$ cat config.mk
export PLATFORM = sky130hd
export DESIGN_NAME = er_scheduler_flat
export DESIGN_NICKNAME = d
export VERILOG_FILES = /design/src/rtl/er_scheduler_if.sv /design/src/rtl/er_scheduler.sv /design/src/flat_wrapper.sv
export SDC_FILE = /design/constraint.sdc
export NUM_CORES = 1
export LEC_CHECK = 0
export CORE_MARGIN = 2
export CORE_UTILIZATION = 25
export DETAILED_ROUTE_END_ITERATION = 10
export GPL_TIMING_DRIVEN = 0
export PLACE_DENSITY = 0.46
export SETUP_SLACK_MARGIN = 0.2
export SLEW_MARGIN = 5
export SYNTH_ARGS = -nofsm -noshare
export SYNTH_HDL_FRONTEND = slang
export SYNTH_SLANG_ARGS = --single-unit
export TNS_END_PERCENT = 50
$ cat constraint.sdc
create_clock -name clk_sys -period 3.1 [get_ports clk_sys]
set_input_delay 0.93 -clock clk_sys [delete_from_list [all_inputs] [get_ports clk_sys]]
set_output_delay 0.93 -clock clk_sys [all_outputs]
set_load 0.005 [all_outputs]
$ cat src/rtl/er_scheduler_if.sv
// Request and Earthrise-control bundle for er_scheduler.
// master: requester plus engine side; slave: the scheduler.
interface er_scheduler_if #(
   parameter int unsigned ADDRW = 16
);
   logic             req_valid;
   logic             req_ready;
   logic [ADDRW-1:0] req_addr;
   logic             er_start;
   logic [ADDRW-1:0] er_pc;
   logic             er_busy;
   logic             er_done;

   modport master (
      output req_valid, req_addr, er_busy, er_done,
      input  req_ready, er_start, er_pc
   );

   modport slave (
      input  req_valid, req_addr, er_busy, er_done,
      output req_ready, er_start, er_pc
   );
endinterface

$ cat src/rtl/er_scheduler.sv
// Launch sequencer for the Earthrise drawing engine: request handshake, optional
// frame alignment, watchdog on completion, and double-buffer flip on the next frame.
module er_scheduler #(
   parameter int unsigned    ADDRW      = 16,
   parameter int unsigned    TOW        = 24,
   parameter logic [TOW-1:0] TIMEOUT    = 24'd12_500_000,
   parameter bit             FRAME_SYNC = 1'b1
) (
   input  logic              clk_sys,
   input  logic              rst_sys,
   input  logic              frame,
   er_scheduler_if.slave     bus,
   output logic              buf_draw,
   output logic              buf_disp,
   output logic              done,
   output logic              timeout
);

   typedef enum logic [2:0] {
      S_IDLE,
      S_SYNC,
      S_START,
      S_BUSY,
      S_FLIP
   } state_t;

   localparam logic [TOW-1:0] TO_LAST = TIMEOUT - {{(TOW-1){1'b0}}, 1'b1};

   state_t           r_state;
   state_t           w_state_nxt;
   logic             r_req_ready;
   logic             w_req_ready_nxt;
   logic             r_er_start;
   logic             w_er_start_nxt;
   logic [ADDRW-1:0] r_er_pc;
   logic [ADDRW-1:0] w_er_pc_nxt;
   logic             r_buf_draw;
   logic             w_buf_draw_nxt;
   logic             r_buf_disp;
   logic             w_buf_disp_nxt;
   logic             r_done;
   logic             w_done_nxt;
   logic             r_timeout;
   logic             w_timeout_nxt;
   logic [TOW-1:0]   r_cnt;
   logic [TOW-1:0]   w_cnt_nxt;
   logic [TOW-1:0]   w_cnt_inc;
   logic             w_launch;

   assign w_cnt_inc = (r_cnt == '1) ? r_cnt : r_cnt + 1'b1;

   always_comb begin
      w_state_nxt    = r_state;
      w_er_start_nxt = 1'b0;
      w_er_pc_nxt    = r_er_pc;
      w_buf_draw_nxt = r_buf_draw;
      w_buf_disp_nxt = r_buf_disp;
      w_done_nxt     = 1'b0;
      w_timeout_nxt  = r_timeout;
      w_cnt_nxt      = r_cnt;
      w_launch       = 1'b0;

      case (r_state)
         S_IDLE: begin
            if (bus.req_valid && r_req_ready) begin
               w_er_pc_nxt   = bus.req_addr;
               w_timeout_nxt = 1'b0;
               if (FRAME_SYNC) w_state_nxt = S_SYNC;
               else            w_launch    = 1'b1;
            end
         end
         S_SYNC: begin
            if (frame) w_launch = 1'b1;
         end
         S_START: begin
            w_launch = 1'b1;
         end
         S_BUSY: begin
            w_cnt_nxt = w_cnt_inc;
            if (bus.er_done) begin
               w_state_nxt = S_FLIP;
            end else if ((TIMEOUT != '0) && (r_cnt == TO_LAST)) begin
               w_timeout_nxt = 1'b1;
               w_state_nxt   = S_IDLE;
            end
         end
         S_FLIP: begin
            if (frame) begin
               w_buf_disp_nxt = r_buf_draw;
               w_buf_draw_nxt = ~r_buf_draw;
               w_done_nxt     = 1'b1;
               w_state_nxt    = S_IDLE;
            end
         end
         default: w_state_nxt = S_IDLE;
      endcase

      // The launch decision is made in the cycle that would enter START, so an
      // idle engine sees er_start one cycle after the handshake or frame.
      if (w_launch) begin
         if (!bus.er_busy) begin
            w_er_start_nxt = 1'b1;
            w_cnt_nxt      = '0;
            w_state_nxt    = S_BUSY;
         end else begin
            w_state_nxt    = S_START;
         end
      end

      w_req_ready_nxt = (w_state_nxt == S_IDLE);
   end

   always_ff @(posedge clk_sys or posedge rst_sys) begin
      if (rst_sys) begin
         r_state     <= S_IDLE;
         r_req_ready <= 1'b0;
         r_er_start  <= 1'b0;
         r_er_pc     <= '0;
         r_buf_draw  <= 1'b1;
         r_buf_disp  <= 1'b0;
         r_done      <= 1'b0;
         r_timeout   <= 1'b0;
         r_cnt       <= '0;
      end else begin
         r_state     <= w_state_nxt;
         r_req_ready <= w_req_ready_nxt;
         r_er_start  <= w_er_start_nxt;
         r_er_pc     <= w_er_pc_nxt;
         r_buf_draw  <= w_buf_draw_nxt;
         r_buf_disp  <= w_buf_disp_nxt;
         r_done      <= w_done_nxt;
         r_timeout   <= w_timeout_nxt;
         r_cnt       <= w_cnt_nxt;
      end
   end

   assign bus.req_ready = r_req_ready;
   assign bus.er_start  = r_er_start;
   assign bus.er_pc     = r_er_pc;
   assign buf_draw      = r_buf_draw;
   assign buf_disp      = r_buf_disp;
   assign done          = r_done;
   assign timeout       = r_timeout;

endmodule

$ cat src/flat_wrapper.sv
// flat-port wrapper written by rule: the top's interface ports become plain ports
module er_scheduler_flat 
#(
   parameter int unsigned    ADDRW      = 16,
   parameter int unsigned    TOW        = 24,
   parameter logic [TOW-1:0] TIMEOUT    = 24'd12_500_000,
   parameter bit             FRAME_SYNC = 1'b1
)
  (clk_sys, rst_sys, frame, buf_draw, buf_disp, done, timeout, bus_req_valid, bus_req_addr, bus_er_busy, bus_er_done, bus_req_ready, bus_er_start, bus_er_pc);
  er_scheduler_if #(.ADDRW(ADDRW)) bus_i ();
  input  logic clk_sys;
  input  logic rst_sys;
  input  logic frame;
  output logic buf_draw;
  output logic buf_disp;
  output logic done;
  output logic timeout;
  input wire logic [$bits(bus_i.req_valid)-1:0] bus_req_valid;
  input wire logic [$bits(bus_i.req_addr)-1:0] bus_req_addr;
  input wire logic [$bits(bus_i.er_busy)-1:0] bus_er_busy;
  input wire logic [$bits(bus_i.er_done)-1:0] bus_er_done;
  output wire logic [$bits(bus_i.req_ready)-1:0] bus_req_ready;
  output wire logic [$bits(bus_i.er_start)-1:0] bus_er_start;
  output wire logic [$bits(bus_i.er_pc)-1:0] bus_er_pc;
  assign bus_i.req_valid = bus_req_valid;
  assign bus_i.req_addr = bus_req_addr;
  assign bus_i.er_busy = bus_er_busy;
  assign bus_i.er_done = bus_er_done;
  assign bus_req_ready = bus_i.req_ready;
  assign bus_er_start = bus_i.er_start;
  assign bus_er_pc = bus_i.er_pc;
  er_scheduler #(.ADDRW(ADDRW), .TOW(TOW), .TIMEOUT(TIMEOUT), .FRAME_SYNC(FRAME_SYNC)) u_core (.clk_sys(clk_sys), .rst_sys(rst_sys), .frame(frame), .bus(bus_i), .buf_draw(buf_draw), .buf_disp(buf_disp), .done(done), .timeout(timeout));
endmodule
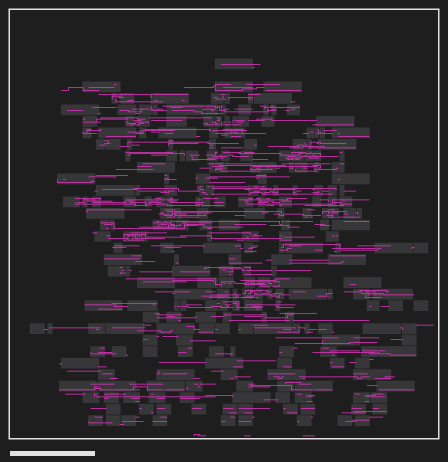
run_1/met1.png
Bar = 20 um. Cells faint in the background.
longest straight run: 28.1 um
nets with wire on the layer: 259
wire length on this layer: 2560 um
main direction: horizontal

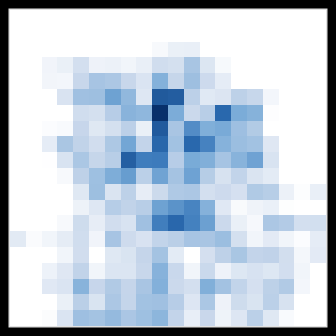
run_1/wire_density.png
20 x 20 tiles, from white (low) to dark blue (high), scaled to the fullest tile. Values are wire area over tile area, all layers added.
nearly empty tiles: 37%
tiles over half the peak: 6.2%
emptiest ninth of the die: top right
mean over tiles: 0.078
global-route usage over all layers: 10.61%
drt wl/cell: 13.78 um
final WL: 5210 um
Vias: 1784

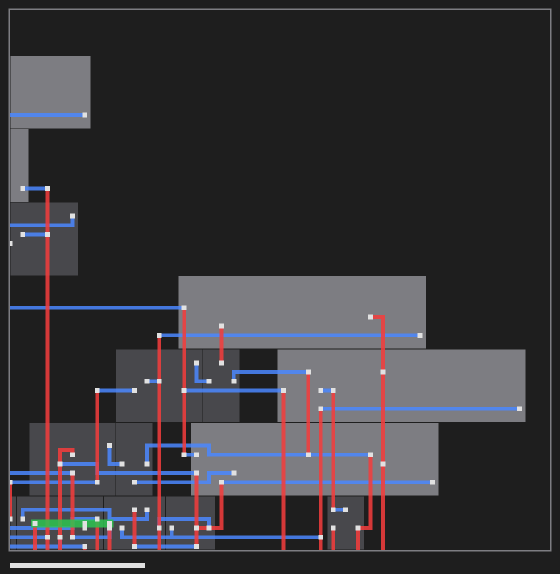
run_1/zoom.png
Bar = 5 um. Window x 66 to 86, y 66 to 86 um. Cells in gray, sequential cells in the stronger gray; small squares are vias.
[met1] blue
[met2] red
[met3] green
sequential cells in the window: 3
most frequent: xnor2_1 (3), nor2_1 (3), dfrtp_1 (3)
cells with their middle in the window: 12
netlist names of flops here include: u_core.r_cnt (3)

==> Slide: Implementation Results, run 1 <==
Flow Results at a Glance

Final timing
  – WHS: 517.4 ps
  – Fmax: between 300 and 400 MHz
  – Final Hold Viols: 0
  – Final Max-Slew Violation Tally: 0
  – Headroom to the max-slew limit: between 40% and 50%
  – Setup-failing EPs final: 0
  – Setup WS post-layout: 435.6 ps
  – Clock skew: between 10 and 15 ps
  – Final worst-path cycle share: 85.95%
  – RSZ-0062 raised after global routing: no
  – TNS Setup: 0 ps
  – Final critical-path required period: ~2700 ps
  – Worst Tran Pin Value: between 800 and 900 ps

Global route
  – Initial antenna violation count: 0
  – Vias in the first global route: around 1700
  – Largest net degree at the start of global routing: 30
  – First-pass GRT wire length: 8514 um
  – Grt total ovfl: 0

Layout
  – Inverter count: 5
  – Layout Utilization: approximately 33%
  – Signal buffers: approximately 50
  – Seq area share: approximately 40%
  – Layout area overhead: 29.67%
  – Fill count: ~970
  – Max reg flops: 24
  – Reg with most FFs: u_core.r_cnt
  – Highest-count logic cell in the final layout: dfrtp_1
  – Finished layout cell area: a little over 3000 um^2
  – Clock Buffer Count: 6
  – Final non-clock buffer share: approximately 16%
  – Largest cell class: sequential cells
  – Seq cells: just under 50
  – Final Non-Filler Cells: 378
  – N_diodes: 0
  – Most numerous logic cells after layout: dfrtp_1 (48), clkdlybuf4s50_1 (43), nor2_1 (26)
  – Layout cell share with drive strength beyond 1: 13.86%
  – Nets: a little under 300
  – Multi-input gates: between 150 and 200
  – Comb/total area: between 30% and 40%
  – Clock buf/inv share: around 3.2%
  – Combinational Area: between 1000 and 1500 um^2
  – Seq. cell area: approximately 1200 um^2

Clock network
  – Hold buffers post-CTS: 0
  – Clk_lat worst skew: between 300 and 400 ps
  – # clock sinks: between 40 and 50
  – Clk slew on worst S/H paths: approximately 100 ps
  – Total CTS buffers: 5
  – Post-CTS sizing: 1
  – Clock tree buffer depth: 2
  – CTS tree: done
  – Post-CTS Setup Bufs: 0
  – Htree depth: 2
  – Clock Root Buffer: clkbuf_8

Yosys
  – Post-synthesis cell area: 2357 um^2
  – Synth Instances: ~220
  – Ys Warns: 0
  – Synth top cell by count: dfrtp_1
  – Netlist cell types: 38
  – Top cells by count: dfrtp_1 (48), nor2_1 (26), mux2_2 (20), xnor2_1 (12), nand3_1 (11)
  – Area leader, netlist: dfrtp_1
  – Max-area cell share: about half
  – Yosys Instances: about 220
  – Synthesized area per cell: 10.96 um^2
  – Seq cells post-synth: between 40 and 50
  – Seq share, synth: 52.07%
  – Primary FF master, synth: dfrtp_1
  – Number of flops mapped to enable cells by yosys: 0
  – Top area cell types: dfrtp_1 (51%), mux2_2 (9.6%), xnor2_1 (4.5%)
  – Fraction of registers with async set/reset: 100.0%
  – Area reported by Yosys stat: between 2000 and 2500 um^2
  – Syn nets: between 200 and 250

Placement
  – Buffers on Ports: 43
  – Area post-placement: just under 3000 um^2
  – Final RePlAce weighted congestion: slightly above 0.8
  – DP HPWL: approximately 3800 um
  – Place WS: -197.5 ps
  – Placed insts: roughly 370

Worst setup path
  – Critical Path Fanout Max: 10
  – Critical Path End Type: flop
  – Worst Path Arrival: around 2900 ps
  – Reg2Reg Depth: 6
  – R2r setup slk: around 640 ps
  – Reg2reg start: u_core.r_cnt[0]
  – Critical path type: input port to flop
  – CP endpoint: u_core.bus.er_pc[15]
  – Worst setup path startpoint: bus_req_valid
  – WP data required: between 3000 and 4000 ps
  – R2r endpoint: u_core.r_cnt[11]
  – CP Launch Type: input port

Power and ir drop
  – Lkg Pwr: 0.001229 uW
  – Peak supply drop: between 0.2 and 0.25 mV
  – Clk pwr share: approximately 20%
  – Comb pwr share: between 30 and 40%
  – Seq pwr share: approximately 44%
  – Final Power: roughly 2100 uW
  – Top pwr grp: sequential cells
  – Clk pwr: 415 uW
  – Total sequential power: slightly above 900 uW
  – NetSw: approximately 620 uW
  – Switch share: 30.00%
  – Pwr Density: about 680 nW/um^2
  – Internal Power: around 1400 uW
  – Power Combinational: around 740 uW

Die
  – FP Rows: 35
  – Die H: between 100 and 150 um
  – Total I/O pin count: 44
  – Init Core Util: between 20% and 30%
  – Core Box Area: 9196 um^2
  – Die Span X: 101.1 um
  – Die area: ~10000 um^2
  – N_taps: 111

Flow run
  – Tool Warnings: 26
  – Max_cap viols: 0

Routing
  – Routed Antenna Nets: 0
  – DRC: 0
  – DRT Pass-1 Iters: 4
  – Via density: between 4 and 5
  – Number of DRC markers in iteration 0: approximately 71

Run status
  – Outcome: complete, no violations

Min path
  – Sink of the worst hold path: u_core.bus.er_pc[4]
  – Hold depth: 1
  – Hold WC Path Type: flop to flop
  – HP Start: u_core.bus.er_pc[4]
## run 1: metal layers
metal  part of all wire [%]  GRT usage, %  up-vias  routed length, um
li1                       -             -      876                  -
met1                     49         14.91      879               2559
met2                     47         16.45       23               2461
met3                    2.1         1.664        6                107
met4                    1.6         4.054        0                 81
met5                      0             0        -                  0
## run 1: kinds of logic (layout without fill, tap and decap cells)
family	Yosys count	in the layout	synth area share (%)
buf+inv	12	64	1.911
fa+ha+maj	1	1	0.5307
mux	23	23	10.83
xor+xnor	20	20	7.431
compound gates	21	21	6.476
flops	49	49	52.07
simple gates	89	89	20.75
## run 1: worst max-delay path: stages
cell             delay [ps]
clkdlybuf4s50_1         460
nand3_1                  70
nor2_1                  530
clkbuf_1                480
mux2_2                  400
run_1/final_congestion.png
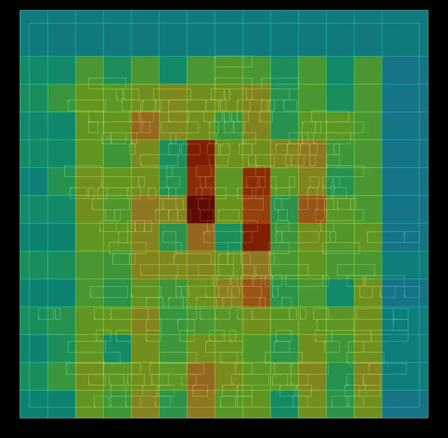

==> inputs of run 2 (changes only) <==
- CTS_BUF_LIST: unset -> sky130_fd_sc_hd__clkbuf_16
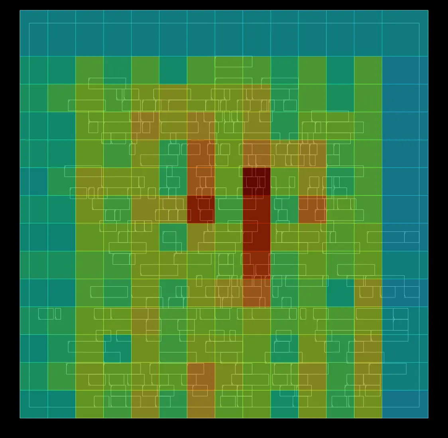
run_2/final_congestion.png
met2 Use GR: 16.51%
busiest grt layer: met2

==> run 2 against run 1 <==
Compared with the run above:
- sequential cell count is the same
- hold slack lost 7.4 ps
- register-to-register slack is essentially flat
- via count grew 0.78%
- cell area grew 1.5%
- clock-buffer cell count shrank 1
- sequential share of layout area shrank 0.60 points
- synthesized cell count is the same
- combinational power is essentially flat
- worst setup slack lost 20 ps
- non-clock buffer count is the same
- maximum frequency shrank 0.76%
- critical path type unchanged
- largest power group unchanged
- highest routed layer unchanged
==> Slide: Implementation Results, run 2 <==
Flow Results at a Glance

Layout
  – Max reg flops: 24 (unchanged)
  – N_diodes: 0 (unchanged)
  – Reg with most FFs: u_core.r_cnt
  – Layout area overhead: 31.63%
  – Final Non-Filler Cells: 378 (unchanged)

Clock network
  – Clock Root Buffer: clkbuf_16
  – Clock tree buffer depth: 2 (unchanged)
  – Total CTS buffers: 5 (unchanged)
  – Clk slew on worst S/H paths: 70 ps (-30 ps)
  – Htree depth: 2 (unchanged)
  – CTS tree: done
  – Hold buffers post-CTS: 0 (unchanged)

Routing
  – Routed Antenna Nets: 0 (unchanged)
  – Final WL: 5207 um (about the same)
  – Drt wl/cell: 13.78 um (about the same)
  – Number of DRC markers in iteration 0: 53 (-25%)
  – DRT Pass-1 Iters: 4 (unchanged)
  – DRT met1 WL: 2504 um (-2.1%)
  – DRC: 0 (unchanged)

Yosys
  – Top cells by count: dfrtp_1 (48), nor2_1 (26), mux2_2 (20), xnor2_1 (12), nand3_1 (11)
  – Mux area share: 10.83% (unchanged)
  – Number of flops mapped to enable cells by yosys: 0 (unchanged)
  – Post-synthesis cell area: 2357 um^2 (unchanged)
  – Syn nets: 238 (unchanged)
  – Synthesized area per cell: 10.96 um^2 (unchanged)
  – FA/HA/MAJ Cells, Area Fraction: 0.5308% (unchanged)
  – Area reported by Yosys stat: 2357 um^2 (unchanged)
  – Synth top cell by count: dfrtp_1
  – Top area cell types: dfrtp_1 (51%), mux2_2 (9.6%), xnor2_1 (4.5%)
  – Simple Share, Synth: 20.75% (unchanged)
  – Fraction of registers with async set/reset: 100.0% (unchanged)
  – Ys Warns: 0 (unchanged)
  – Max-area cell share: 50.96% (unchanged)
  – Seq share, synth: 52.07% (unchanged)
  – Yosys Instances: 215 (unchanged)

Final timing
  – Headroom to the max-slew limit: 40.24% (about the same)
  – RSZ-0062 raised after global routing: no
  – Final critical-path required period: 2685 ps (+20.43 ps)
  – Setup WS post-layout: 415.2 ps (-20.43 ps)
  – Clock skew: 9.777 ps (-2.690 ps)
  – WHS: 510.0 ps (-7.445 ps)
  – Final Hold Viols: 0 (unchanged)
  – Fmax: 372.5 MHz (-0.76%)

Worst setup path
  – Crit. path cell count: 5 (unchanged)
  – Crit-path cells: clkdlybuf4s50_1 -> nand3_1 -> nor2_1 -> clkbuf_1 -> mux2_2
  – CP max-delay cell: nor2_1
  – Reg2reg start: u_core.r_cnt[0]
  – CP Launch Type: input port
  – R2r endpoint: u_core.r_cnt[11]
  – Critical Path End Type: flop
  – Reg2Reg Depth: 6 (unchanged)
  – R2r setup slk: 640 ps (about the same)
  – CP top delay family: buffers and inverters
  – Worst setup path startpoint: bus_req_valid

Placement
  – Placed insts: 370 (unchanged)
  – Area post-placement: 2947 um^2 (unchanged)
  – Final RePlAce weighted congestion: 0.8048 (unchanged)
  – DP HPWL: 3847 um (unchanged)
  – Buffers on Ports: 43 (unchanged)

Power and ir drop
  – Pwr Density: 709.2 nW/um^2 (+4.8%)
  – Peak supply drop: 0.2390 mV (+8.8%)

Global route
  – Met3 track demand over resource: 2.219% (+0.55 points)

Min path
  – Hold depth: 1 (unchanged)
  – Sink of the worst hold path: u_core.bus.er_pc[4]
  – Hold WC Path Type: flop to flop

Die
  – FP Rows: 35 (unchanged)
  – Core Box Area: 9196 um^2 (unchanged)
  – Die area: 10220 um^2 (unchanged)

Run status
  – Outcome: complete, no violations

Flow run
  – Max_cap viols: 0 (unchanged)
run 2: timing repair:
action                     in CTS  in global routing
setup endpoints to repair      18                  3
resized                         1                  1
buffers inserted                0                  0
run 2: where the power goes:
group / leakage [uW] / total [uW] / internal (uW) / switching [uW]
Combinational: 0.000540 / 742 / 450 / 292
Clock: 0.0000679 / 543 / 299 / 244
Sequential: 0.000640 / 915 / 815 / 101
run 2: area by class of cell:
cell class                      instances  area, um^2  area share (%)
Tap cell                              111       138.9           4.476
Buffer                                  7       26.28          0.8468
Multi-Input combinational cell        154        1096           35.32
Clock inverter                          3       20.02          0.6452
Clock buffer                            5       125.1           4.032
Inverter                                5       18.77          0.6048
Timing Repair Buffer                   44       450.4           14.52
Sequential cell                        49        1227           39.56
Power is estimated from default activity; no workload was simulated.
